`src/rtl/noc_params.sv`:
```
// Purpose: shared router parameters and the port_t encoding used across the router.
// Latency: n/a (types and constants only).
// Backpressure: n/a; port_t's value doubles as the output/crossbar index.
package noc_params;

    localparam int VC_NUM    = 2;
    localparam int VC_SIZE   = $clog2(VC_NUM);
    localparam int PORT_NUM  = 5;
    localparam int PORT_SIZE = $clog2(PORT_NUM);

    typedef enum logic [PORT_SIZE-1:0] {
        LOCAL = 3'd0,
        NORTH = 3'd1,
        SOUTH = 3'd2,
        WEST  = 3'd3,
        EAST  = 3'd4
    } port_t;

endpackage

```
`src/rtl/round_robin_arbiter.sv`:
```
// Purpose: N-way round-robin arbiter; grants the first request at or after its pointer.
// Latency: grant is combinational in the request cycle; pointer moves at the next posedge.
// Backpressure: pointer only advances (past the grant) when update_i accepts the grant.
// Ports: clk, rst (sync, active-high) | request_i[N], update_i |
//        grant_o (one-hot), grant_idx_o, valid_o (any request granted).
module round_robin_arbiter #(
    parameter  int N  = 4,
    localparam int IW = (N > 1) ? $clog2(N) : 1
) (
    input  logic          clk,
    input  logic          rst,
    input  logic [N-1:0]  request_i,
    input  logic          update_i,
    output logic [N-1:0]  grant_o,
    output logic [IW-1:0] grant_idx_o,
    output logic          valid_o
);

    logic [IW-1:0] ptr;
    // One extra bit so ptr + offset never overflows before the wrap compare.
    logic [IW:0]   scan_sum;
    logic [IW-1:0] scan_idx;

    always_comb begin
        grant_o     = '0;
        grant_idx_o = '0;
        valid_o     = 1'b0;
        scan_sum    = '0;
        scan_idx    = '0;
        for (int i = 0; i < N; i++) begin
            scan_sum = {1'b0, ptr} + (IW+1)'(i);
            if (scan_sum >= (IW+1)'(N)) begin
                scan_sum = scan_sum - (IW+1)'(N);
            end
            scan_idx = scan_sum[IW-1:0];
            if (!valid_o && request_i[scan_idx]) begin
                valid_o           = 1'b1;
                grant_o[scan_idx] = 1'b1;
                grant_idx_o       = scan_idx;
            end
        end
    end

    always_ff @(posedge clk) begin
        if (rst) begin
            ptr <= '0;
        end else if (update_i && valid_o) begin
            if (grant_idx_o == IW'(N-1)) begin
                ptr <= '0;
            end else begin
                ptr <= grant_idx_o + IW'(1);
            end
        end
    end

endmodule

```
`src/rtl/switch_allocator.sv`:
```
// Purpose: separable input-first switch allocator (RR VC pick per input, then RR input pick per output).
// Latency: 0 cycles request->grant; round-robin pointers take effect the following cycle.
// Backpressure: VCs whose downstream on_off flag is low are masked in the same cycle; losers retry.
// Ports: clk, rst (sync, active-high) |
//        request_i/out_port_i/downstream_vc_i per input VC, on_off_i per output VC |
//        valid_sel_o/vc_sel_o per input, xb_sel_o/xb_valid_o per output.
module switch_allocator
    import noc_params::*;
(
    input  logic                                          clk,
    input  logic                                          rst,
    input  logic  [PORT_NUM-1:0][VC_NUM-1:0]              request_i,
    input  port_t [PORT_NUM-1:0][VC_NUM-1:0]              out_port_i,
    input  logic  [PORT_NUM-1:0][VC_NUM-1:0][VC_SIZE-1:0] downstream_vc_i,
    input  logic  [PORT_NUM-1:0][VC_NUM-1:0]              on_off_i,
    output logic  [PORT_NUM-1:0]                          valid_sel_o,
    output logic  [PORT_NUM-1:0][VC_SIZE-1:0]             vc_sel_o,
    output logic  [PORT_NUM-1:0][PORT_SIZE-1:0]           xb_sel_o,
    output logic  [PORT_NUM-1:0]                          xb_valid_o
);

    // Stage 1 (per input p)
    logic [PORT_NUM-1:0][VC_NUM-1:0]    eligible;
    logic [PORT_NUM-1:0][VC_NUM-1:0]    in_gnt;
    logic [PORT_NUM-1:0][VC_SIZE-1:0]   cand_vc;
    logic [PORT_NUM-1:0]                cand_vld;
    logic [PORT_NUM-1:0][PORT_SIZE-1:0] cand_port;

    // Stage 2 (indexed [output][input])
    logic [PORT_NUM-1:0][PORT_NUM-1:0]  out_req;
    logic [PORT_NUM-1:0][PORT_NUM-1:0]  out_gnt;
    logic [PORT_NUM-1:0][PORT_SIZE-1:0] out_idx;
    logic [PORT_NUM-1:0]                out_vld;
    logic [PORT_NUM-1:0]                in_won;

    // A VC may compete only if the downstream VC it was allocated can accept a flit.
    always_comb begin
        eligible = '0;
        for (int p = 0; p < PORT_NUM; p++) begin
            for (int v = 0; v < VC_NUM; v++) begin
                eligible[p][v] = request_i[p][v] &
                                 on_off_i[out_port_i[p][v]][downstream_vc_i[p][v]];
            end
        end
    end

    for (genvar p = 0; p < PORT_NUM; p++) begin : gen_in_arb
        round_robin_arbiter #(.N(VC_NUM)) u_in_arb (
            .clk         (clk),
            .rst         (rst),
            .request_i   (eligible[p]),
            .update_i    (valid_sel_o[p]),
            .grant_o     (in_gnt[p]),
            .grant_idx_o (cand_vc[p]),
            .valid_o     (cand_vld[p])
        );
    end

    // Target output of each input's candidate, muxed by the one-hot VC grant.
    always_comb begin
        cand_port = '0;
        for (int p = 0; p < PORT_NUM; p++) begin
            for (int v = 0; v < VC_NUM; v++) begin
                if (in_gnt[p][v]) begin
                    cand_port[p] = out_port_i[p][v];
                end
            end
        end
    end

    // Decode each valid candidate into a request at its target output.
    always_comb begin
        out_req = '0;
        for (int o = 0; o < PORT_NUM; o++) begin
            for (int p = 0; p < PORT_NUM; p++) begin
                out_req[o][p] = cand_vld[p] && (cand_port[p] == PORT_SIZE'(o));
            end
        end
    end

    for (genvar o = 0; o < PORT_NUM; o++) begin : gen_out_arb
        round_robin_arbiter #(.N(PORT_NUM)) u_out_arb (
            .clk         (clk),
            .rst         (rst),
            .request_i   (out_req[o]),
            .update_i    (xb_valid_o[o]),
            .grant_o     (out_gnt[o]),
            .grant_idx_o (out_idx[o]),
            .valid_o     (out_vld[o])
        );
    end

    // Each input has one candidate, hence at most one output can grant it.
    always_comb begin
        in_won = '0;
        for (int p = 0; p < PORT_NUM; p++) begin
            for (int o = 0; o < PORT_NUM; o++) begin
                in_won[p] = in_won[p] | out_gnt[o][p];
            end
        end
    end

    // Outputs are forced idle while rst is high, so no pointer moves on a reset cycle either.
    always_comb begin
        valid_sel_o = '0;
        vc_sel_o    = '0;
        xb_sel_o    = '0;
        xb_valid_o  = '0;
        if (!rst) begin
            for (int p = 0; p < PORT_NUM; p++) begin
                if (in_won[p]) begin
                    valid_sel_o[p] = 1'b1;
                    vc_sel_o[p]    = cand_vc[p];
                end
            end
            for (int o = 0; o < PORT_NUM; o++) begin
                if (out_vld[o]) begin
                    xb_valid_o[o] = 1'b1;
                    xb_sel_o[o]   = out_idx[o];
                end
            end
        end
    end

endmodule

```
`config.mk`:
```
export PLATFORM = sky130hd
export DESIGN_NAME = switch_allocator
export DESIGN_NICKNAME = d
export VERILOG_FILES = /design/src/rtl/noc_params.sv /design/src/rtl/round_robin_arbiter.sv /design/src/rtl/switch_allocator.sv
export SDC_FILE = /design/constraint.sdc
export NUM_CORES = 1
export LEC_CHECK = 0
export CORE_MARGIN = 2
export CORE_UTILIZATION = 50
export DETAILED_ROUTE_END_ITERATION = 10
export PLACE_DENSITY = 0.71
export SYNTH_ARGS = -nofsm -noshare
export SYNTH_HDL_FRONTEND = slang
export SYNTH_HIERARCHICAL = 1
export SYNTH_SLANG_ARGS = --single-unit
```
`constraint.sdc`:
```
create_clock -name clk -period 22.6 [get_ports clk]
set_clock_uncertainty 0.05 [all_clocks]
set_input_delay 5.65 -clock clk [delete_from_list [all_inputs] [get_ports clk]]
set_output_delay 5.65 -clock clk [all_outputs]
set_load 0.05 [all_outputs]
```
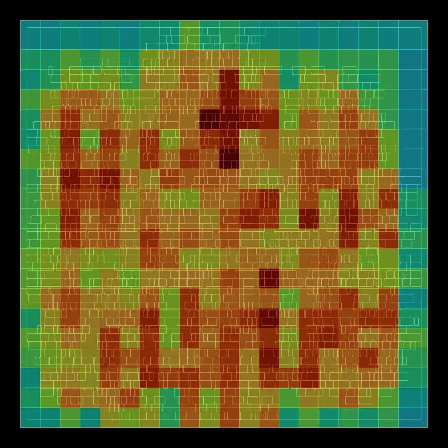
run_1/congestion.png
Final Util: 0.564
met1 GRT Util: 0.404
gr busiest metal: met2
met2 GRT Util: 0.520

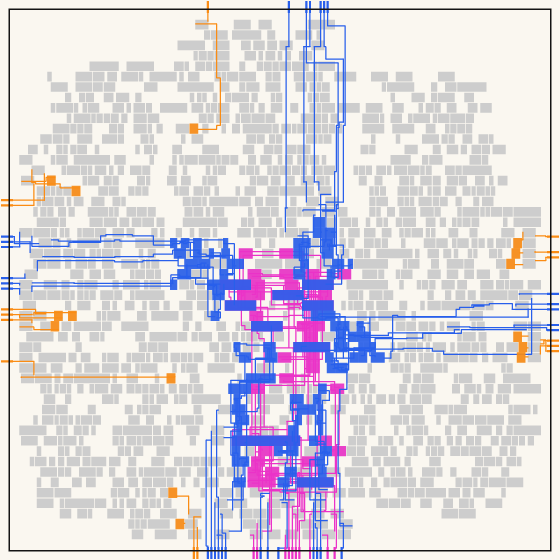
run_1/io_fan.png
legend:
  blue:
    port: out_port_i
    direction: input
    end_cells: 95
    buffers: 30
    wire: 2250 µm
  magenta:
    port: on_off_i
    direction: input
    end_cells: 40
    buffers: 10
    wire: 1440 µm
  orange:
    port: xb_sel_o
    direction: output
    end_cells: 15
    buffers: 15
    wire: 259 µm

==> qor.yml, run 1 <==
critical_path:
  cp-start-kind: "input port"
  critPathTopFamily: "simple AND/OR/NAND/NOR gates"
  path_depth: 21
  cp.arrival_ns: 12.75
  cp_num_buf_inv: 2
  r2r_cells: 14
  crit_fanout: 14
  crit_type: "input port to output port"
yosys:
  ys.flops: 20
  seq_area_frac_synth: 0.0426
  yosys.area.top_type: "ha_1"
  yosysMostFrequentCell: "nor2_1"
  synth-edff-count: 0
  ys_sh_simple: 0.338
  avgSynthCellArea_um2: 7.33
  muxShareOfSynthArea: 0.0874
  synth_nets: 1395
  yosys_area_mm2: 0.00941
  synth.distinct_cells: 94
  xor_share: 0.0367
  adder_share: 0.0691
  async_reset_ff_frac: 0
run:
  cap_violations: 0
  log.warning_count: 55
pwr:
  vdd_drop_max_v: 0.000152
  pwr_density_cell_mw_per_mm2: 107
  p_leak_nw: 3.88
drt:
  vias: 10700
  met1_length_um: 13400
  wl_met3_um: 2280
  wl_um: 31700
  drc_errors: 0
  detail_route.vias_per_cell: 6.82
  topRoutingLayerUsed: "met4"
  wl_met2_um: 14800
floorplan:
  boundaryPins: 92
  die_y_um: 141
  core_area_mm2: 0.0186
  fp_util: 0.506
  die_area_mm2: 0.0199
layout:
  logic_gate_count: 1145
  num-nets-final: 1448
  fill_cells: 1807
  largestClassByArea: "logic gates"
  instances_no_fill: 1570
  n_antenna_cell: 0
  inverters: 68
  buffer_area_frac: 0.0926
  seq_cells: 20
  syn2layout_area_growth_pct: 11.5
  logic_area_mm2: 0.00846
  final_common_cell: "nor2_1"
  sh_comb_area: 0.807
  clock_area_frac: 0.0100
placement:
  dpl_worst_slack_ns: 4.28
  placed_area_mm2: 0.0104
  gp_congestion: 1.06
  portBuffers: 91
clock_tree:
  ctsResizeCount: 0
  hold_buffers: 0
  clkSlewWorstSetupHoldPaths_ns: 0.07
  cts_max_level: 1
  numCtsBuffers: 3
  cts-root-buf: "clkbuf_16"
sta:
  finalClockPeriodUsage: 0.816
  setup_ws_ns: 4.15
  max_freq_mhz: 54.2
  finalSetupViolations: 0
  hold_viol_final: 0
  rsz0062_at_grt: "no"
  drv_slew: 0
worst_hold_path:
  worstHoldPathType: "flip-flop to flip-flop"
  whs_path_depth: 2
global_route:
  grt_overflow: 0
  track_usage: 0.309
  grt_max_degree: 35
outcome:
  status: "completed"
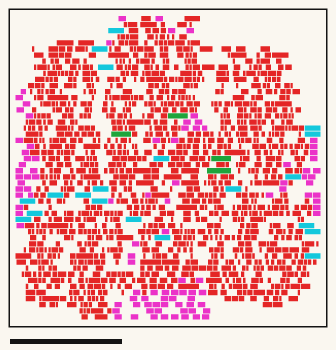
run_1/placement_by_type.png
Scale bar: 50 µm.
legend:
  green:
    class: clock drivers and dummy loads
    cells: 4
    share_of_their_area: 1.0%
  magenta:
    class: remaining buffers and delay cells
    cells: 99
    share_of_their_area: 9.5%
  cyan:
    class: sequential cells
    cells: 20
    share_of_their_area: 3.9%
  red:
    class: combinational and other logic
    cells: 1213
    share_of_their_area: 86%

## run 1: per-stage QoR
stage          power [mW]  hold WS (ns)   util
5_1_grt              1.20         0.571  0.564
6_report             1.12         0.535  0.564
2_1_floorplan       0.817         0.479      -
4_1_cts              1.10         0.531  0.564
3_5_place_dp         1.04         0.522  0.559
3_3_place_gp         1.04         0.511  0.559
## run 1: worst paths after layout
check / endpoint / slack [ns]
min: flip-flop / 0.53
max: vc_sel_o[1] / 4.15
max reg2reg: flip-flop / 17.23
min reg2reg: flip-flop / 0.53
## run 1: where the power goes
part	internal (mW)	switching (mW)	leakage [nW]	total (mW)
registers	0.0424	0.0167	0.162	0.0592
logic	0.347	0.660	3.67	1.01
clock network	0.0353	0.0181	0.0511	0.0535
total	0.425	0.695	3.88	1.12
==> run 2, diff against run 1 <==
==> constraint.sdc (replaced) <==
create_clock -name clk -period 18.4 [get_ports clk]
set_clock_uncertainty 0.05 [all_clocks]
set_input_delay 4.6 -clock clk [delete_from_list [all_inputs] [get_ports clk]]
set_output_delay 4.6 -clock clk [all_outputs]
set_load 0.05 [all_outputs]
==> run 2 against run 1 <==
  * Via count is 0.12% lower
  * Largest cell class unchanged
  * Combinational power up 23%
  * Setup slack lost 2.2 ns
  * Register-to-register slack got worse by 4.3 ns
  * Clock power rose by 23%
==> qor.yml, run 2 <==
layout:
  seq_cells: 20  # unchanged
  num-nets-final: 1448  # unchanged
  buffer_area_frac: 0.0925  # about the same
  clock_area_frac: 0.0100  # about the same
  logic_area_mm2: 0.00846  # unchanged
  sh_comb_area: 0.806  # about the same
  syn2layout_area_growth_pct: 11.5  # about the same
  logic_gate_count: 1145  # unchanged
  final_common_cell: "nor2_1"
  inverters: 68  # unchanged
  fill_cells: 1741  # -3.7%
critical_path:
  cp.arrival_ns: 11.82  # -0.93 ns
  cp_num_buf_inv: 2  # unchanged
  cp-start-kind: "input port"
  cp-endpoint: "vc_sel_o[1]"
  crit_type: "input port to output port"
  r2r_cells: 16  # +2
  r2r_slack_ns: 12.98  # -4.25 ns
placement:
  portBuffers: 91  # unchanged
  placed_area_mm2: 0.0104  # unchanged
outcome:
  status: "completed"
yosys:
  yosys.area.top_type: "ha_1"
  yosys_area_mm2: 0.00941  # unchanged
  avgSynthCellArea_um2: 7.33  # unchanged
  synth_nets: 1395  # unchanged
  adder_share: 0.0691  # unchanged
  synth-edff-count: 0  # unchanged
  yosysMostFrequentCell: "nor2_1"
  seq_area_frac_synth: 0.0426  # unchanged
  async_reset_ff_frac: 0  # unchanged
  ys.flops: 20  # unchanged
worst_hold_path:
  worstHoldPathType: "flip-flop to flip-flop"
  whs_path_depth: 2  # unchanged
drt:
  detail_route.vias_per_cell: 6.80  # -0.31%
  drc_errors: 0  # unchanged
sta:
  finalClockPeriodUsage: 0.895
  hold_viol_final: 0  # unchanged
  finalSetupViolations: 0  # unchanged
floorplan:
  core_area_mm2: 0.0186  # unchanged
  boundaryPins: 92  # unchanged
  die_y_um: 141  # unchanged
  fp_util: 0.506  # unchanged
clock_tree:
  cts-root-buf: "clkbuf_16"
  clkSlewWorstSetupHoldPaths_ns: 0.07  # about the same
  ctsResizeCount: 0  # unchanged
  hold_buffers: 0  # unchanged
global_route:
  grt_max_degree: 35  # unchanged
  grt_overflow: 0  # unchanged
run:
  cap_violations: 0  # unchanged
  log.warning_count: 55  # unchanged
pwr:
  vdd_drop_max_v: 0.000133  # -13%
  p_leak_nw: 3.88  # about the same
[run 2: per-layer routing]
metal  track usage  wire length, µm  vias up  share of wire
met2         0.530            15300      509           0.48
met4        0.0811              699        0          0.022
li1              -                -     5104              -
met1         0.404            13400     5017           0.42
met3        0.0289             2390       66          0.075
met5             0                0        -              0
[run 2: per-stage QoR]
stage	hold slack (ns)	util	setup WS, ns	cells	power [mW]
6_report	0.536	0.565	1.93	1573	1.37
5_1_grt	0.561	0.565	1.72	1573	1.47
4_1_cts	0.537	0.564	2.20	1570	1.35
3_5_place_dp	0.518	0.559	2.21	1566	1.28
3_3_place_gp	0.511	0.559	2.36	1566	1.27
2_1_floorplan	0.479	-	3.80	1284	1.00
[run 2: report_power, final]
group	internal, mW	switching [mW]
logic	0.426	0.809
registers	0.0521	0.0200
clock network	0.0434	0.0226
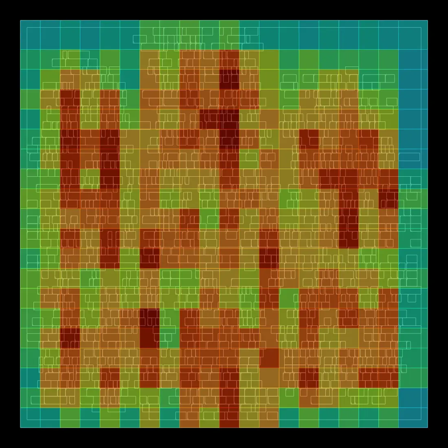
run_2/congestion.png
GRT Total Usage: 0.305
Avg WL per Cell: 20.2 µm

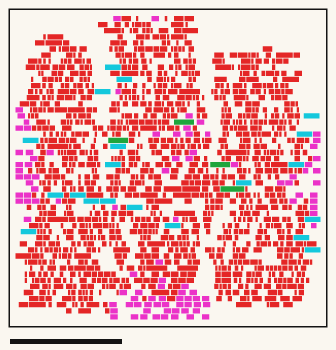
run_2/placement_by_type.png
Scale bar: 50 µm.
legend:
  red:
    class: combinational and other logic
    cells: 1213
    share_of_their_area: 86%
  cyan:
    class: sequential cells
    cells: 20
    share_of_their_area: 3.9%
  green:
    class: clock drivers and dummy loads
    cells: 4
    share_of_their_area: 1.0%
  magenta:
    class: remaining buffers and delay cells
    cells: 99
    share_of_their_area: 9.5%

Power figures rest on the tool's default switching activity, not on a simulated workload.
